Cell area per tile:
Bar = 50 um. The die is cut into 13 by 13 equal tiles; white is low, dark blue is high, 0 to 100% covered.
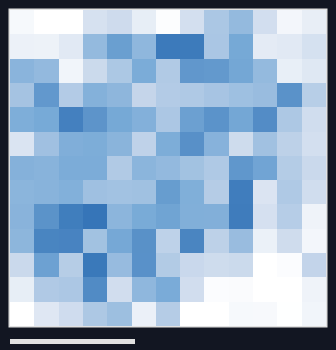
Port wiring:
Bar = 50 um.
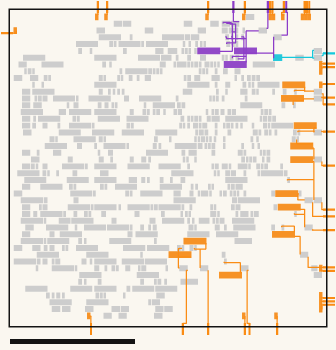
PDN straps and rails:
Bar = 50 um. Pins as bars on the die edge. Tap cells in grey.
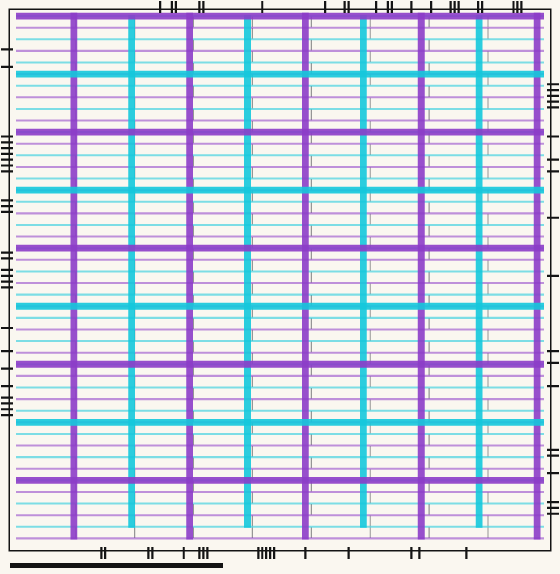
===== src/rtl/instr_loader_pkg.sv =====
// Shared types and constants for the instruction loader.
//   state_t        : loader FSM encoding, also exported on the debug port
//   HDR_BYTES      : bytes in the word-count header
//   BYTES_PER_WORD : payload bytes packed into one instruction word
//   COUNT_WIDTH    : width of the word-count header field
// Optional feature macro: INSTR_LOADER_CHECKSUM_EN (adds the CHK state).
package instr_loader_pkg;

    typedef enum logic [2:0] {
        IDLE = 3'd0,
        HDR  = 3'd1,
        LOAD = 3'd2,
        CHK  = 3'd3,
        DONE = 3'd4,
        ERR  = 3'd5
    } state_t;

    localparam int HDR_BYTES      = 2;
    localparam int BYTES_PER_WORD = 4;
    localparam int COUNT_WIDTH    = 16;

endpackage


===== src/rtl/instr_loader_if.sv =====
// Byte-stream input plus instruction-memory write port of the loader.
//   in_data / in_valid / in_ready : byte stream; a byte moves on a rising
//       clock edge where in_valid && in_ready are both high. The sender
//       holds in_data stable while in_valid is high and not yet accepted.
//   mem_we / mem_addr / mem_wdata : single-cycle write strobe with byte
//       address and instruction word; address/data hold when mem_we is 0.
// Modports: master = loader side, slave = host link plus memory side.
interface instr_loader_if #(
    parameter int DATA_WIDTH = 32,
    parameter int ADDR_WIDTH = 32
);
    logic [7:0]            in_data;
    logic                  in_valid;
    logic                  in_ready;
    logic                  mem_we;
    logic [ADDR_WIDTH-1:0] mem_addr;
    logic [DATA_WIDTH-1:0] mem_wdata;

    modport master (
        input  in_data, in_valid,
        output in_ready, mem_we, mem_addr, mem_wdata
    );

    modport slave (
        output in_data, in_valid,
        input  in_ready, mem_we, mem_addr, mem_wdata
    );
endinterface


===== src/rtl/instr_loader_byte_packer.sv =====
// Packs accepted bytes big-endian into 32-bit words.
//   clk, rst_n   : clock, asynchronous active-low reset
//   clear        : synchronous clear of byte counter and shift register
//   byte_valid   : a byte is accepted this cycle
//   byte_in      : the accepted byte
//   word_valid   : high in the cycle the 4th byte of a word is accepted
//   word_out     : completed word (valid with word_valid), first byte in [31:24]
module instr_loader_byte_packer
    import instr_loader_pkg::*;
(
    input  logic        clk,
    input  logic        rst_n,
    input  logic        clear,
    input  logic        byte_valid,
    input  logic [7:0]  byte_in,
    output logic        word_valid,
    output logic [31:0] word_out
);
    localparam logic [1:0] LAST_BYTE = 2'(BYTES_PER_WORD - 1);

    logic [1:0]  cnt_q, cnt_d;
    logic [31:0] shift_q, shift_d;

    always_comb begin
        cnt_d   = cnt_q;
        shift_d = shift_q;
        if (clear) begin
            cnt_d   = 2'd0;
            shift_d = 32'd0;
        end else if (byte_valid) begin
            // Counter wraps naturally after the 4th byte.
            cnt_d   = cnt_q + 2'd1;
            shift_d = {shift_q[23:0], byte_in};
        end
    end

    // The completed word includes the byte arriving this cycle, so the
    // parent can register it on the same edge that accepts that byte.
    assign word_valid = byte_valid && !clear && (cnt_q == LAST_BYTE);
    assign word_out   = {shift_q[23:0], byte_in};

    always_ff @(posedge clk or negedge rst_n) begin
        if (!rst_n) begin
            cnt_q   <= 2'd0;
            shift_q <= 32'd0;
        end else begin
            cnt_q   <= cnt_d;
            shift_q <= shift_d;
        end
    end
endmodule


===== src/rtl/instr_loader.sv =====
// Boot-time instruction-memory writer. Receives a 2-byte big-endian word
// count, then that many big-endian 32-bit words, writes them to consecutive
// word addresses and releases the core from reset once the program is in.
// Ports:
//   CLK, RST    : clock, asynchronous active-low reset
//   start       : one-cycle pulse starting a load from IDLE, DONE or ERR
//   bus         : byte stream in, instruction-memory write port out
//   core_rst_n  : 0 holds the core in reset
//   busy        : load in progress (HDR, LOAD, CHK)
//   done / err  : load finished successfully / failed
//   dbg_state   : current FSM state
// Optional feature macro: INSTR_LOADER_CHECKSUM_EN -- a trailing XOR
// checksum byte over the payload is verified before the core is released.
module instr_loader
    import instr_loader_pkg::*;
#(
    parameter int DATA_WIDTH      = 32,
    parameter int INSTR_MEM_DEPTH = 1024,
    parameter int ADDR_WIDTH      = 32
) (
    input  logic           CLK,
    input  logic           RST,
    input  logic           start,
    instr_loader_if.master bus,
    output logic           core_rst_n,
    output logic           busy,
    output logic           done,
    output logic           err,
    output state_t         dbg_state
);
    localparam int IDX_W = $clog2(INSTR_MEM_DEPTH) + 1;
    localparam logic [COUNT_WIDTH:0] MAX_N = (COUNT_WIDTH + 1)'(INSTR_MEM_DEPTH);
    localparam logic HDR_LAST = 1'(HDR_BYTES - 1);

    state_t                  state_q, state_d;
    logic                    hdr_idx_q, hdr_idx_d;
    logic [COUNT_WIDTH-1:0]  count_q, count_d;
    logic [IDX_W-1:0]        word_idx_q, word_idx_d;
    logic                    mem_we_q, mem_we_d;
    logic [ADDR_WIDTH-1:0]   mem_addr_q, mem_addr_d;
    logic [DATA_WIDTH-1:0]   mem_wdata_q, mem_wdata_d;
`ifdef INSTR_LOADER_CHECKSUM_EN
    logic [7:0]              csum_q, csum_d;
`endif

    logic                    in_ready;
    logic                    xfer;
    logic                    pk_clear;
    logic                    pk_valid;
    logic                    pk_word_valid;
    logic [31:0]             pk_word;
    logic [COUNT_WIDTH-1:0]  hdr_n;
    logic [COUNT_WIDTH-1:0]  words_after;

    assign in_ready    = (state_q == HDR) || (state_q == LOAD) || (state_q == CHK);
    assign xfer        = bus.in_valid && in_ready;
    assign hdr_n       = {count_q[COUNT_WIDTH-1:8], bus.in_data};
    assign words_after = COUNT_WIDTH'(word_idx_q) + COUNT_WIDTH'(1);

    instr_loader_byte_packer u_byte_packer (
        .clk        (CLK),
        .rst_n      (RST),
        .clear      (pk_clear),
        .byte_valid (pk_valid),
        .byte_in    (bus.in_data),
        .word_valid (pk_word_valid),
        .word_out   (pk_word)
    );

    always_comb begin
        state_d     = state_q;
        hdr_idx_d   = hdr_idx_q;
        count_d     = count_q;
        word_idx_d  = word_idx_q;
        mem_we_d    = 1'b0;
        mem_addr_d  = mem_addr_q;
        mem_wdata_d = mem_wdata_q;
        pk_clear    = 1'b0;
        pk_valid    = 1'b0;
`ifdef INSTR_LOADER_CHECKSUM_EN
        csum_d      = csum_q;
`endif
        case (state_q)
            IDLE, DONE, ERR: begin
                // start is the only way out of these states.
                if (start) begin
                    state_d   = HDR;
                    hdr_idx_d = 1'b0;
                    pk_clear  = 1'b1;
`ifdef INSTR_LOADER_CHECKSUM_EN
                    csum_d    = 8'd0;
`endif
                end
            end
            HDR: begin
                if (xfer) begin
                    if (hdr_idx_q != HDR_LAST) begin
                        count_d[COUNT_WIDTH-1:8] = bus.in_data;
                        hdr_idx_d = 1'b1;
                    end else begin
                        count_d    = hdr_n;
                        word_idx_d = '0;
                        if ((hdr_n == '0) || ({1'b0, hdr_n} > MAX_N)) begin
                            state_d = ERR;
                        end else begin
                            state_d = LOAD;
                        end
                    end
                end
            end
            LOAD: begin
                if (xfer) begin
                    pk_valid = 1'b1;
`ifdef INSTR_LOADER_CHECKSUM_EN
                    csum_d   = csum_q ^ bus.in_data;
`endif
                    if (pk_word_valid) begin
                        mem_we_d    = 1'b1;
                        mem_addr_d  = ADDR_WIDTH'({word_idx_q, 2'b00});
                        mem_wdata_d = DATA_WIDTH'(pk_word);
                        word_idx_d  = word_idx_q + IDX_W'(1);
                        // Leave LOAD on the edge that registers the final
                        // write; done/core release are masked until the
                        // write strobe has dropped.
                        if (words_after == count_q) begin
`ifdef INSTR_LOADER_CHECKSUM_EN
                            state_d = CHK;
`else
                            state_d = DONE;
`endif
                        end
                    end
                end
            end
`ifdef INSTR_LOADER_CHECKSUM_EN
            CHK: begin
                if (xfer) begin
                    state_d = (bus.in_data == csum_q) ? DONE : ERR;
                end
            end
`endif
            default: state_d = IDLE;
        endcase
    end

    always_ff @(posedge CLK or negedge RST) begin
        if (!RST) begin
            state_q     <= IDLE;
            hdr_idx_q   <= 1'b0;
            count_q     <= '0;
            word_idx_q  <= '0;
            mem_we_q    <= 1'b0;
            mem_addr_q  <= '0;
            mem_wdata_q <= '0;
`ifdef INSTR_LOADER_CHECKSUM_EN
            csum_q      <= 8'd0;
`endif
        end else begin
            state_q     <= state_d;
            hdr_idx_q   <= hdr_idx_d;
            count_q     <= count_d;
            word_idx_q  <= word_idx_d;
            mem_we_q    <= mem_we_d;
            mem_addr_q  <= mem_addr_d;
            mem_wdata_q <= mem_wdata_d;
`ifdef INSTR_LOADER_CHECKSUM_EN
            csum_q      <= csum_d;
`endif
        end
    end

    assign bus.in_ready  = in_ready;
    assign bus.mem_we    = mem_we_q;
    assign bus.mem_addr  = mem_addr_q;
    assign bus.mem_wdata = mem_wdata_q;

    assign busy       = in_ready;
    assign done       = (state_q == DONE) && !mem_we_q;
    assign core_rst_n = done;
    assign err        = (state_q == ERR);
    assign dbg_state  = state_q;
endmodule


===== src/flat_wrapper.sv =====
// flat-port wrapper written by rule: the top's interface ports become plain ports
module instr_loader_flat import instr_loader_pkg::*;
#(
    parameter int DATA_WIDTH      = 32,
    parameter int INSTR_MEM_DEPTH = 1024,
    parameter int ADDR_WIDTH      = 32
)
  (CLK, RST, start, core_rst_n, busy, done, err, dbg_state, bus_in_data, bus_in_valid, bus_in_ready, bus_mem_we, bus_mem_addr, bus_mem_wdata);
  instr_loader_if #(.DATA_WIDTH(DATA_WIDTH), .ADDR_WIDTH(ADDR_WIDTH)) bus_i ();
  input  logic CLK;
  input  logic RST;
  input  logic start;
  output logic core_rst_n;
  output logic busy;
  output logic done;
  output logic err;
  output state_t dbg_state;
  input wire logic [$bits(bus_i.in_data)-1:0] bus_in_data;
  input wire logic [$bits(bus_i.in_valid)-1:0] bus_in_valid;
  output wire logic [$bits(bus_i.in_ready)-1:0] bus_in_ready;
  output wire logic [$bits(bus_i.mem_we)-1:0] bus_mem_we;
  output wire logic [$bits(bus_i.mem_addr)-1:0] bus_mem_addr;
  output wire logic [$bits(bus_i.mem_wdata)-1:0] bus_mem_wdata;
  assign bus_i.in_data = bus_in_data;
  assign bus_i.in_valid = bus_in_valid;
  assign bus_in_ready = bus_i.in_ready;
  assign bus_mem_we = bus_i.mem_we;
  assign bus_mem_addr = bus_i.mem_addr;
  assign bus_mem_wdata = bus_i.mem_wdata;
  instr_loader #(.DATA_WIDTH(DATA_WIDTH), .INSTR_MEM_DEPTH(INSTR_MEM_DEPTH), .ADDR_WIDTH(ADDR_WIDTH)) u_core (.CLK(CLK), .RST(RST), .start(start), .bus(bus_i), .core_rst_n(core_rst_n), .busy(busy), .done(done), .err(err), .dbg_state(dbg_state));
endmodule

===== config.mk =====
export PLATFORM = sky130hd
export DESIGN_NAME = instr_loader_flat
export DESIGN_NICKNAME = d
export VERILOG_FILES = /design/src/rtl/instr_loader_pkg.sv /design/src/rtl/instr_loader_if.sv /design/src/rtl/instr_loader_byte_packer.sv /design/src/rtl/instr_loader.sv /design/src/flat_wrapper.sv
export SDC_FILE = /design/constraint.sdc
export NUM_CORES = 1
export LEC_CHECK = 0
export ABC_AREA = 1
export CAP_MARGIN = 20
export CORE_UTILIZATION = 30
export DETAILED_ROUTE_END_ITERATION = 10
export PLACE_DENSITY_LB_ADDON = 0.12
export SYNTH_ARGS = -nofsm -noshare
export SYNTH_HDL_FRONTEND = slang
export SYNTH_SLANG_ARGS = --single-unit
export TNS_END_PERCENT = 1

===== constraint.sdc =====
create_clock -name CLK -period 2.5 [get_ports CLK]
set_input_delay 0.375 -clock CLK [delete_from_list [all_inputs] [get_ports CLK]]
set_output_delay 0.375 -clock CLK [all_outputs]
set_load 0.05 [all_outputs]

==> CHANGELOG.md <==
## Flow update

* Number of DRC markers in iteration 0 at 181
* Num CTS Buffers at 9
* H-Tree Depth at 3
* Crit path max-delay cell type: clkdlybuf4s50_1
* Final setup TNS at 0 ns
* Clock sinks at 101
* Pwr dens at 1170 nW/um^2
* GP Congestion at 0.799
* Post-synth top flop: dfrtp_1
* Post-synth mux share at 0.215%
* Logic family by area: simple AND/OR/NAND/NOR gates
* Die Area at 16,000 sq um
* Grt met2 use at 23.6%
* Synth Area in Compound Gates at 12.0%
* Unique cell types at 29
* Initial antenna violation count at 0
* Met3 routed WL at 451 um
* Max-cap viol count at 0
* Relative slew slack at 63.4%
* Residual DRC count at 0
* Fin. Hold Viols at 0
* Crit. Startpoint: u_core.dbg_state[2]
* Cell Chain, Critical Path: nand2_1 -> nor3_2 -> clkdlybuf4s50_1
* Max frequency at 423 MHz
* Crit end category: output pin
* # resized after CTS at 0
* DRT Wirelength at 11,000 um
* Asr flop ratio synth at 100%
* Max Slew Vio Count at 0
* Crit-path max FO at 7
* Area fraction in xor and xnor cells at 0.188%
* Syn Inst Count at 542
* Fill cells at 1,555
* Status: completed
* # setup viols final at 0
* Critical path class: reg2out
* Max incr delay on CP at 0.83 ns
* Syn-to-layout area delta at 22.6%
* Ant diodes at 0
* Crit path max-delay family: buffers and inverters
* Reg-to-reg startpoint: u_core.word_idx_q[0]
* VDD IR-drop max at 664 uV
* Post-Syn Area at 4650 sq um
* First-pass GRT wire length at 18,600 um
* Nets@finish at 618
* Vias per cell at 4.57
* Met2 Wirelength at 5080 um
* Grt met1 use at 19.6%
* Final ANT Viol Nets at 0
* Worst-case clock buffer depth at 2
* Vias in the first global route at 3,657
* Synth Warn # at 0
* Startpoint Class: register
* Worst slack, placed at 0.448 ns
* Share of cells above drive strength 1 at 7.72%
* Uppermost layer routed: met4
* Worst Path Arrival at 1.99 ns
* Top cells excl fill/tap: 136 x nand2_1, 101 x dfrtp_1, 74 x inv_1
* Worst-path clk slew at 0.07 ns
* Final global-route overflow total at 0
* Cell types with the highest counts after synthesis: 136 x nand2_1, 101 x dfrtp_1, 74 x inv_1
* Busiest grt layer: met2
* Min-delay worst type: in2async
* Post-synth EDFFs at 0
* Iteration tally of the first detailed-router pass at 5
## Picture notes: 'cell area per tile'
The mean over all tiles is 34%. 7.1% of the tiles are nearly empty. The emptiest ninth of the die: south-east. The fullest tile reaches 72%.
area of the core: 15,100 sq um
final core occ: 37.7%
fp util: 30.7%

## Picture notes: 'port wiring'
Purple marks dbg_state, bits 3, direction output, edge north, end cells 3, buffers 3, wire 130 um. Cyan marks done, bits 1, direction output, edge east, end cells 1, buffers 1, wire 18.6 um. Orange marks bus_mem_addr, bits 32, direction output, edge 15 east, 10 north, 6 south, 1 west, end cells 32, buffers 11, wire 305 um.
port bufs: 63
I/O Pins: 85

## Picture notes: 'PDN straps and rails'
Cyan marks VDD. Purple marks VSS.
The core has 45 rows. 85 signal pins sit on the boundary. 9 straps on met5. 9 straps on met4.
die width: 127 um
Die Ht: 127 um

-- cell type report --
type / count / area (sq um) / area share, %
Sequential cell: 101 / 2530 / 44.3
Multi-Input combinational cell: 344 / 1650 / 28.9
Clock inverter: 6 / 51.3 / 0.899
Timing Repair Buffer: 71 / 713 / 12.5
Tap cell: 188 / 235 / 4.12
Clock buffer: 10 / 239 / 4.19
Inverter: 77 / 289 / 5.06
-- repair_timing --
item,CTS,global route
endpoints found under the hold margin,24,0
setup endpoints to repair,0,0
hold buffers,1,0
-- state kept, by name, indices dropped and copies added (netlist names) --
register                      flops
u_core.count_q                   16
u_core.hdr_idx_q                  1
u_core.u_byte_packer.shift_q     24
u_core.u_byte_packer.cnt_q        2
u_core.dbg_state                  3
u_core.bus.mem_wdata             32
u_core.bus.mem_addr              11
u_core.bus.mem_we                 1
u_core.word_idx_q                11
-- through the flow --
step | power, mW | cell area, sq um | std cells | utilization [%] | hold slack [ns]
finish | 6.67 | 5710 | 797 | 37.7 | 0.484
global placement | 5.32 | 5410 | 780 | 35.7 | 0.316
detailed placement | 5.33 | 5410 | 780 | 35.7 | 0.321
CTS | 6.76 | 5710 | 797 | 37.7 | 0.488
floorplan | 4.40 | 4730 | 562 | - | 0.0794
global route | 7.09 | 5710 | 797 | 37.7 | 0.508
-- final timing paths --
check / endpoint / slack (ns) / cells after the start
setup / recovery: core_rst_n / 0.13 / 3
hold / removal: u_core.bus.mem_addr[2] / 0.48 / 2
setup reg to reg: u_core.dbg_state[2] / 0.67 / 11
min in group CLK: u_core.bus.mem_addr[11] / 0.48 / 2
hold reg to reg: u_core.bus.mem_addr[11] / 0.48 / 2
max in group asynchronous: u_core.count_q[5] / 1.30 / 3
-- power breakdown --
part | internal [mW] | switching, mW
logic | 0.910 | 2.00
clock network | 0.721 | 0.660
registers | 2.07 | 0.302
Power and IR drop assume default switching activity.
